Design tulip_dsp_prog_sequencer, sky130hd; sources not shown.
### Wire density map

19 x 19 tiles, from dark blue (low) to red (high), scaled to the fullest tile. Values are wire area over tile area, all layers added.
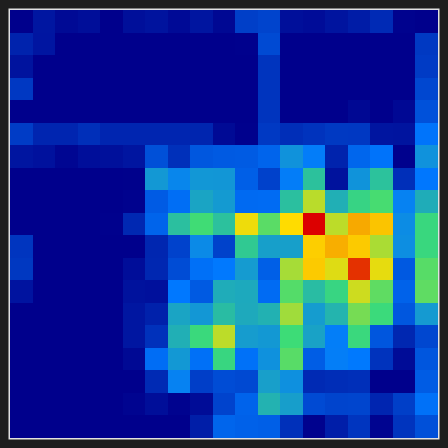
40% of the tiles are nearly empty. The mean over all tiles is 0.13. The emptiest ninth of the die: south-west. The densest ninth of the die: east. The fullest tile reaches 0.80.
wire per inst: 16.5 um
DR vias: 2,084

### Sizing map

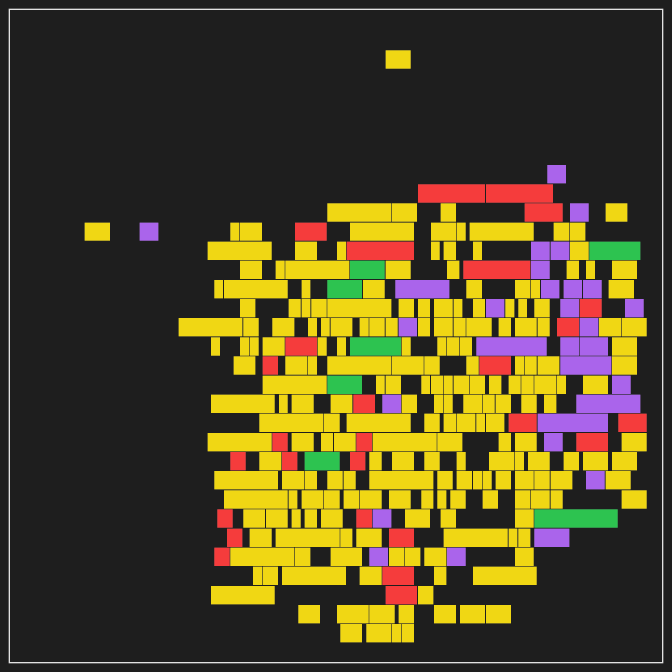
Key: x2 = red [cells 27, share 9.7%, most used nor2_2]; x1 and smaller = yellow [cells 215, share 77%, most used dfrtp_1]; x3 and x4 = purple [cells 29, share 10%, most used buf_4]; x6 and larger = green [cells 7, share 2.5%, most used clkbuf_8]
non-clock buffer count in the final layout: 49
area grow syn2layout: -3.27%

==> changes_impl.md <==
### Physical design

* Hpwl dp at 4.37 mm
* Area post-placement at 0.00251 mm^2
* Max frequency at 420 MHz
* Die area at 0.00860 mm^2
* Top FF cell, synth: dfrtp_1
* Final tally of max-slew violations at 0
* Largest net degree at the start of global routing at 29
* Final setup fails at 0
* Hold WS at 0.259 ns
* Switching power at 257 uW
* Post-synth seq share at 0.248
* Non-Filler Instances at 380
* Number of enable flip-flop cells at 0
* Setup_tns at 0 ns
* Combinational power share at 0.225
* Max_cap viols at 0
* TritonCTS clock tree: yes
* CP Capture Type: register
* Total gr overflow at 0
* Row cnt at 32
* First-pass GRT wire length at 10.1 mm
* Ys flops at 28
* Utilization after layout at 0.357
* XOR Share, Synth at 0.0587
* Place WS at 0.0758 ns
* DR iter-0 viols at 109
* Worst-Margin Slew at 0.508 ns
* Outcome: finished, final reports clean
* Post-synth ARST share at 1.00
* Seq pwr share at 0.484
* TritonCTS Sinks at 28
* WP data required at 2.71 ns
* Basic Gates by Area at 0.253
* Number of OpenROAD warnings at 28
* WP buf/inv at 2
* CP Class: reg -> reg
* CP most frequent cell: a2111oi_4
* Switch share at 0.280
* WL final at 6.27 mm
* Final ANT Viol Nets at 0
* Ports at 161
* CP Data Arrival Time at 2.49 ns
* Area of the mapped netlist at 0.00283 mm^2
* Vias in the first global route at 2,122
* Yosys stat cell total at 342
* CTS clk-pin slew, worst paths at 0.10 ns
* Reg2reg setup slack at 0.22 ns
* Worst path max stage delay at 0.43 ns
* Main logic family: buffers and inverters
* Internal Pwr Total at 662 uW
* CTS max path bufs at 2
* Placed cells at 368
* Drt pass-1 iters at 5
* Unique masters post-synth at 59
* Synthesized chip area reported by yosys at 0.00283 mm^2
* RSZ-0062 raised after global routing: true
* Max_slew headroom at 0.658
* Critical path fanouts, max at 15
* Die height at 92.7 um
* Total global-route track usage at 0.142
* Post-synth area hogs: buf_4 (28%), dfrtp_1 (24%), xor2_1 (4.0%), nor2_1 (2.6%), nand2_1 (2.4%)
* # fillers at 769
* Yosys warnings at 0
* Clock share of power at 0.291
* Clock root buffer: clkbuf_8
* Tmin final at 2.38 ns
* Avg Cell Area, Syn at 8.29 um^2
* Max H-tree Level at 1
* CTS Buf Count at 3
* Hold Buf Count CTS at 0
* Critical-path cell list: buf_4 > or3b_4 > a211oi_4 > a2111oi_4 > a2111oi_4 > nand4_4 > buf_12 > nor2_1
* Clk_lat worst skew at 0.28 ns
* MUX area fraction at 0.0150
* CP max-delay cell: dfrtp_2
* Final Hold Fails at 0
* Drt drc at 0
* Crit path launch type: register
* Worst Hold Class: in -> async
* Max IR drop VDD at 0.188 mV
* Adder Area Share at 0.00883
* Yosys top cell area share at 0.275
* Count leader, synth: buf_4
* Core Region at 0.00769 mm^2
* Fin crit share at 0.916
* Stages on the worst setup path at 8
* Reg2Reg Depth at 8
* Final worst setup slack at 0.219 ns
* # port buffers at 24
* Tot Pwr at 919 uW
## layer usage
metal | wire length (um) | GRT usage | share of wire
met2 | 2940 | 0.223 | 0.47
met1 | 2480 | 0.178 | 0.40
met5 | 0 | 0 | 0
met3 | 511 | 0.0309 | 0.082
met4 | 329 | 0.0858 | 0.052
## layout make-up
type | instances | area [um^2] | area share
Clock buffer | 4 | 55.1 | 0.0201
Inverter | 6 | 22.5 | 0.00822
Timing Repair Buffer | 49 | 474 | 0.173
Sequential cell | 28 | 706 | 0.257
Tap cell | 102 | 128 | 0.0466
Multi-Input combinational cell | 191 | 1360 | 0.495
## cells in the final DEF (no fill, tap or decap), types with 2 or more instances in the layout
cell type and instances:
nor2_2 10, ha_1 2, nand2_1 18, nor2b_1 5
nor3_1 7, and3b_1 2, mux2_2 2, xor2_1 13
a2111oi_4 2, clkbuf_8 4, dfrtp_1 24, or3_1 5
nand4b_1 2, a21oi_2 2, and3_1 5, inv_1 6
a22oi_1 3, nand4_1 9, nor2_1 20, buf_12 2
dfrtp_2 3, and2_1 3, mux2i_1 2, o21ai_1 3
nand3_1 12, a211oi_2 2, dlygate4sd2_1 5, a21oi_1 9
buf_4 22, clkdlybuf4s50_1 18, nor4_1 5, o21ai_0 3
nand2b_1 5, xnor2_1 6, nor4_2 4, and4_1 2
## timing repair
item | 4_1_cts | 5_1_grt
gates cloned | 1 | 0
gates resized | 12 | 15
setup buffers | 5 | 2
pin swaps | 2 | 0
endpoints found under the setup margin | 29 | 25
## power by group through the flow
stage | logic (uW) | registers, uW | clock network, uW
global placement | 188 | 453 | 0
global route | 221 | 446 | 286
floorplan | 279 | 454 | 0
finish | 207 | 445 | 267
detailed placement | 192 | 453 | 0
CTS | 195 | 445 | 273
Power and IR drop assume default switching activity.
